registers.png
The bar under the picture is 50 um long. Other sequential cells in the stronger grey, the rest of the logic in the fainter grey.
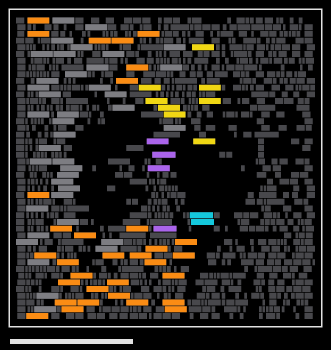
met1.png
The bar under the picture is 50 um long.
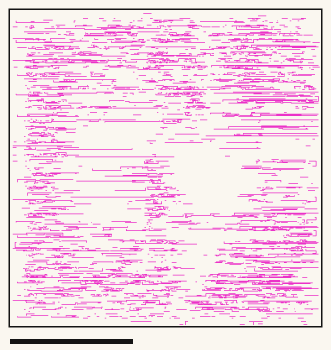
--- config.mk ---
export PLATFORM = sky130hd
export DESIGN_NAME = apb_master_nslv
export DESIGN_NICKNAME = d
export VERILOG_FILES = /design/src/rtl/apb_pkg.sv /design/src/rtl/apb_addr_decoder.sv /design/src/rtl/apb_master_nslv.sv
export SDC_FILE = /design/constraint.sdc
export NUM_CORES = 1
export LEC_CHECK = 0
export ABC_AREA = 1
export CAP_MARGIN = 20
export CORE_AREA = 2 2 124 126
export DETAILED_ROUTE_END_ITERATION = 10
export DIE_AREA = 0 0 126 128
export PLACE_DENSITY = 0.88
export SYNTH_ARGS = -nofsm -noshare
export SYNTH_HDL_FRONTEND = slang
export SYNTH_HIERARCHICAL = 1
export SYNTH_SLANG_ARGS = --single-unit
--- constraint.sdc ---
create_clock -name PCLK -period 2.1 [get_ports PCLK]
set_input_delay 0.42 -clock PCLK [delete_from_list [all_inputs] [get_ports PCLK]]
set_output_delay 0.42 -clock PCLK [all_outputs]
set_load 0.01 [all_outputs]
--- src/rtl/apb_pkg.sv ---
// ---------------------------------------------------------------------------
// apb_pkg
// Shared types and default widths for the APB master slice.
//   apb_state_e : transfer FSM states
//   sel_width() : slave-index width, never less than one bit
// ---------------------------------------------------------------------------
package apb_pkg;

   localparam int unsigned APB_ADDR_W     = 32;
   localparam int unsigned APB_DATA_W     = 32;
   localparam int unsigned APB_NUM_SLAVES = 4;
   localparam int unsigned APB_SLOT_BITS  = 12;

   typedef enum logic [1:0] {
      IDLE   = 2'd0,
      SETUP  = 2'd1,
      ACCESS = 2'd2,
      DECERR = 2'd3
   } apb_state_e;

   // Index width for n slaves; a single slave still gets a 1-bit index.
   function automatic int unsigned sel_width(input int unsigned n);
      return (n > 1) ? $clog2(n) : 1;
   endfunction

endpackage

--- src/rtl/apb_addr_decoder.sv ---
// ---------------------------------------------------------------------------
// apb_addr_decoder
// Combinational window decoder: maps an address inside the slave window to
// a one-hot select and a slave index.
//   addr  in  ADDR_W      address to decode
//   en    in  1           decode enable; outputs are inactive when low
//   psel  out NUM_SLAVES  one-hot select (zero when not valid)
//   idx   out SEL_W       slave index field of addr
//   valid out 1           address hits the window and names an existing slave
// ---------------------------------------------------------------------------
module apb_addr_decoder
   import apb_pkg::*;
#(
   parameter int unsigned        NUM_SLAVES = APB_NUM_SLAVES,
   parameter int unsigned        ADDR_W     = APB_ADDR_W,
   parameter logic [ADDR_W-1:0]  BASE_ADDR  = ADDR_W'(32'h1000_0000),
   parameter int unsigned        SLOT_BITS  = APB_SLOT_BITS,
   localparam int unsigned       SEL_W      = sel_width(NUM_SLAVES)
) (
   input  logic [ADDR_W-1:0]     addr,
   input  logic                  en,
   output logic [NUM_SLAVES-1:0] psel,
   output logic [SEL_W-1:0]      idx,
   output logic                  valid
);

   localparam int unsigned HI_LSB = SLOT_BITS + SEL_W;

   logic hit;
   logic unused_lo;

   // Byte offset inside a slot does not take part in the decode.
   assign unused_lo = ^addr[SLOT_BITS-1:0];

   always_comb begin
      hit   = (addr[ADDR_W-1:HI_LSB] == BASE_ADDR[ADDR_W-1:HI_LSB]);
      idx   = addr[SLOT_BITS +: SEL_W];
      // Non-power-of-two slave counts leave index codes with no slave behind them.
      valid = en && hit && ({1'b0, idx} < (SEL_W+1)'(NUM_SLAVES));
      psel  = valid ? (NUM_SLAVES'(1) << idx) : '0;
   end

endmodule

--- src/rtl/apb_master_nslv.sv ---
// ---------------------------------------------------------------------------
// apb_master_nslv
// APB4 master bridging a core request port to NUM_SLAVES peripherals, with
// byte strobes, slave error, decode-error and timeout responses, and
// back-to-back transfers without an IDLE bubble.
//   PCLK, PRESETn          clock, async active-low reset
//   PADDR/PWDATA/PSTRB/PWRITE/PENABLE/PSEL   APB request side
//   PRDATA/PREADY/PSLVERR  per-slave responses, slave i in lane i
//   transfer/addr/wdata/strb/write           core request
//   ready/rdata/err        one-cycle completion with read data / error
//   busy                   FSM not IDLE
// ---------------------------------------------------------------------------
module apb_master_nslv
   import apb_pkg::*;
#(
   parameter int unsigned        NUM_SLAVES  = APB_NUM_SLAVES,
   parameter int unsigned        ADDR_W      = APB_ADDR_W,
   parameter int unsigned        DATA_W      = APB_DATA_W,
   parameter logic [ADDR_W-1:0]  BASE_ADDR   = ADDR_W'(32'h1000_0000),
   parameter int unsigned        SLOT_BITS   = APB_SLOT_BITS,
   parameter int unsigned        TIMEOUT_CYC = 256
) (
   input  logic                         PCLK,
   input  logic                         PRESETn,
   output logic [ADDR_W-1:0]            PADDR,
   output logic [DATA_W-1:0]            PWDATA,
   output logic [DATA_W/8-1:0]          PSTRB,
   output logic                         PWRITE,
   output logic                         PENABLE,
   output logic [NUM_SLAVES-1:0]        PSEL,
   input  logic [NUM_SLAVES*DATA_W-1:0] PRDATA,
   input  logic [NUM_SLAVES-1:0]        PREADY,
   input  logic [NUM_SLAVES-1:0]        PSLVERR,
   input  logic                         transfer,
   input  logic [ADDR_W-1:0]            addr,
   input  logic [DATA_W-1:0]            wdata,
   input  logic [DATA_W/8-1:0]          strb,
   input  logic                         write,
   output logic                         ready,
   output logic [DATA_W-1:0]            rdata,
   output logic                         err,
   output logic                         busy
);

   localparam int unsigned STRB_W  = DATA_W / 8;
   localparam int unsigned SEL_W   = sel_width(NUM_SLAVES);
   localparam int unsigned CNT_W   = (TIMEOUT_CYC > 1) ? $clog2(TIMEOUT_CYC) : 1;
   localparam int unsigned TO_LAST = (TIMEOUT_CYC == 0) ? 0 : TIMEOUT_CYC - 1;

   apb_state_e              state_q, state_d;
   logic [ADDR_W-1:0]       addr_q, addr_d;
   logic [DATA_W-1:0]       wdata_q, wdata_d;
   logic [STRB_W-1:0]       strb_q, strb_d;
   logic                    write_q, write_d;
   logic [NUM_SLAVES-1:0]   psel_q, psel_d;
   logic [SEL_W-1:0]        idx_q, idx_d;
   logic [CNT_W-1:0]        cnt_q, cnt_d;

   logic [NUM_SLAVES-1:0]   dec_psel;
   logic [SEL_W-1:0]        dec_idx;
   logic                    dec_valid;

   logic                    pready_sel;
   logic                    pslverr_sel;
   logic [DATA_W-1:0]       prdata_sel;
   logic                    timeout_c;
   logic                    complete_c;
   logic                    start_c;

   // Capture-time decode of the incoming core request.
   apb_addr_decoder #(
      .NUM_SLAVES (NUM_SLAVES),
      .ADDR_W     (ADDR_W),
      .BASE_ADDR  (BASE_ADDR),
      .SLOT_BITS  (SLOT_BITS)
   ) u_dec (
      .addr  (addr),
      .en    (transfer),
      .psel  (dec_psel),
      .idx   (dec_idx),
      .valid (dec_valid)
   );

   // Response mux for the slave selected by the captured request.
   always_comb begin
      pready_sel  = |(PREADY & psel_q);
      pslverr_sel = |(PSLVERR & psel_q);
      prdata_sel  = '0;
      for (int i = 0; i < NUM_SLAVES; i++) begin
         if (idx_q == SEL_W'(i)) prdata_sel = PRDATA[i*DATA_W +: DATA_W];
      end
   end

   // Completion qualifiers; a new request is accepted in IDLE or in the completion cycle.
   always_comb begin
      timeout_c  = (TIMEOUT_CYC != 0) && (state_q == ACCESS) && !pready_sel &&
                   (cnt_q == CNT_W'(TO_LAST));
      complete_c = ((state_q == ACCESS) && (pready_sel || timeout_c)) || (state_q == DECERR);
      start_c    = transfer && ((state_q == IDLE) || complete_c);
   end

   // FSM state register.
   always_ff @(posedge PCLK or negedge PRESETn) begin
      if (!PRESETn) state_q <= IDLE;
      else          state_q <= state_d;
   end

   // Next-state logic.
   always_comb begin
      state_d = state_q;
      case (state_q)
         IDLE:   if (transfer) state_d = dec_valid ? SETUP : DECERR;
         SETUP:  state_d = ACCESS;
         ACCESS: if (complete_c) begin
                    if (transfer) state_d = dec_valid ? SETUP : DECERR;
                    else          state_d = IDLE;
                 end
         DECERR: begin
                    if (transfer) state_d = dec_valid ? SETUP : DECERR;
                    else          state_d = IDLE;
                 end
         default: state_d = IDLE;
      endcase
   end

   // Output decode from state and selected slave.
   always_comb begin
      PSEL    = '0;
      PENABLE = 1'b0;
      ready   = 1'b0;
      err     = 1'b0;
      rdata   = '0;
      busy    = (state_q != IDLE);
      PADDR   = addr_q;
      PWDATA  = wdata_q;
      PSTRB   = strb_q;
      PWRITE  = write_q;
      case (state_q)
         SETUP:  PSEL = psel_q;
         ACCESS: begin
            PSEL    = psel_q;
            PENABLE = 1'b1;
            if (pready_sel) begin
               ready = 1'b1;
               err   = pslverr_sel;
               if (!write_q) rdata = prdata_sel;
            end else if (timeout_c) begin
               ready = 1'b1;
               err   = 1'b1;
            end
         end
         DECERR: begin
            ready = 1'b1;
            err   = 1'b1;
         end
         default: ;
      endcase
   end

   // Request capture and ACCESS-cycle counter.
   always_comb begin
      addr_d  = addr_q;
      wdata_d = wdata_q;
      strb_d  = strb_q;
      write_d = write_q;
      psel_d  = psel_q;
      idx_d   = idx_q;
      cnt_d   = cnt_q;
      if (start_c) begin
         addr_d  = addr;
         write_d = write;
         wdata_d = write ? wdata : '0;
         strb_d  = write ? strb  : '0;
         psel_d  = dec_psel;
         idx_d   = dec_idx;
      end
      if (state_q == SETUP) cnt_d = '0;
      else if ((state_q == ACCESS) && (TIMEOUT_CYC != 0)) cnt_d = cnt_q + CNT_W'(1);
   end

   always_ff @(posedge PCLK or negedge PRESETn) begin
      if (!PRESETn) begin
         addr_q  <= '0;
         wdata_q <= '0;
         strb_q  <= '0;
         write_q <= 1'b0;
         psel_q  <= '0;
         idx_q   <= '0;
         cnt_q   <= '0;
      end else begin
         addr_q  <= addr_d;
         wdata_q <= wdata_d;
         strb_q  <= strb_d;
         write_q <= write_d;
         psel_q  <= psel_d;
         idx_q   <= idx_d;
         cnt_q   <= cnt_d;
      end
   end

endmodule
==> datasheet_impl.txt <==
Physical design parameters

Parameter                              Value

Setup path
  FF-to-FF setup slack    ~90 ps
  Kind of cell with the highest combined delay on the critical path    buffers and inverters
  List of cells traversed by the critical path    inv_2 -> ha_4 -> inv_2 -> nor2_4 -> buf_6 -> buf_16 -> o21ai_4 -> a311oi_2 -> buf_2
  Critical path capture point    rdata[13]
  Worst reg2reg startpoint    state_q[0]
  Highest-delay cell along the critical path    sky130_fd_sc_hd__dfrtp_1
  Reg-to-reg endpoint    PWDATA[8]
  Critical path startpoint category    flip-flop
  Worst-case reg-to-reg path depth    12
  Worst path required time    around 1700 ps
  Category of the critical setup timing path    reg2out

Cells and area
  # diodes    0
  Clock distribution area overhead in the final layout    between 3 and 4%
  Layout net count    1297
  Layout sequential cell count    around 85
  Synth-to-Final Area Change    81.3%
  Layout Cell Area excl Fill    0.00945 sq mm
  Filler cells    about 1300
  Multi-input gate area    roughly 0.0028 sq mm
  Multi-input logic portion of the cell area    between 20 and 30%

Power and ir drop
  Relative contribution of the clock network to total power    approximately 16%
  Logic gate share of total power    58.5%
  Pwr per Cell Area    approximately 1200 mW/mm^2
  Reported combinational group power    between 0.006 and 0.007 W
  Largest power group    combinational cells
  Power drawn by the sequential cells    about 0.0029 W
  Switching portion of total power    40.0%

STA
  Setup violations, final    32
  Transition time at the pin with the least slew margin    approximately 500 ps
  Unrepaired setup endpoints after global routing    true
  Final WS setup    -181 ps
  Max-Slew Margin vs Limit    ~67%

Synth
  Dominant flop cell    sky130_fd_sc_hd__dfrtp_1
  Mux share of post-synthesis cell area    0%
  Synth top cells by count    sky130_fd_sc_hd__nand2_1 (275), sky130_fd_sc_hd__nand3_1 (93), sky130_fd_sc_hd__dfrtp_1 (85)
  Cell count after synthesis    between 700 and 800
  Share of synthesized cell area in and-or and or-and compound cells    around an eighth
  And+or+nand+nor area frac    approximately 34%
  Fraction of registers with async set or reset after synthesis    100%
  Number of distinct library cells after synthesis    33
  Number of nets produced by synthesis    approximately 960
  Yosys synthesis chip area    0.00521 sq mm
  Flip-flop and latch count after synthesis    ~85
  Xor/xnor share    0.168%
  Synth top cell by count    sky130_fd_sc_hd__nand2_1

Floorplanning
  Floorplan Utilization    approximately a third
  Die Span Y    128 um
  Area of the die    roughly 0.016 sq mm
  Horizontal die size    126 um

Drt
  Final WL    around 22000 um
  Detailed-route wire length per cell    around 17 um
  Post-detailed-route count of antenna-violating nets    0
  Number of design rule violations left after detail routing    0

Clocking
  Number of buffers inserted to repair setup after CTS    10
  Clock root cell    sky130_fd_sc_hd__clkbuf_16
  TritonCTS clock tree    built
  Bufs on Longest Clock Path    2
  Skew-Pair Late Insertion Delay    330 ps

Global route
  First-pass GRT wire length    around 33000 um
  Via count of the first global-routing pass    between 6000 and 7000
  Initial antenna violation count    0
  Total Routing Usage GR    between 20% and 30%

Status
  Outcome    finished with violations
  Violated checks    setup timing

Placed design
  Placed standard-cell area    around 0.0090 sq mm
  Routability-driven placement congestion ratio    between 0.9 and 1
  Worst slack at placement    -549 ps
About registers.png:
Cyan is idx_q, flops 2. Purple is psel_q, flops 4, where centre. Yellow is cnt_q, flops 8. Orange is PADDR, flops 32.
sequential cell area in the final layout: 0.00213 sq mm
final core utilization: 63.6%
fraction of area in registers: 22.6%

About met1.png:
The wires run mostly horizontal. The layer carries 8070 um of wire. The longest straight run is 45.5 um. The layer holds 37% of the routed length.

-- worst register-to-register path, delay by kind of cell, from the launching register on --
kind                     cells  cell delay, ps
flip-flops                   1             370
AND/OR/NAND/NOR              4             530
adder cells (fa/ha/maj)      1             160
AND-OR/OR-AND                1              80
buffers and inverters        6             810
-- per-stage QoR --
stage               power [W]  std cells
floorplan             0.00580        741
global placement      0.00887       1247
detailed placement    0.00898       1247
CTS                    0.0114       1274
global route           0.0121       1275
finish                 0.0113       1275
-- layer usage --
layer  routed length (um)  GRT usage, %
met1                 8070          30.0
met2                11000          47.3
met3                 2140          7.26
met4                  742          9.57
met5                    0             0
-- registers in the layout (all words and copies together) (netlist names) --
signal / count
PWRITE: 1
psel_q: 4
idx_q: 2
cnt_q: 8
PADDR: 32
PSTRB: 4
PWDATA: 32
state_q: 2
Power figures rest on the tool's default switching activity, not on a simulated workload.
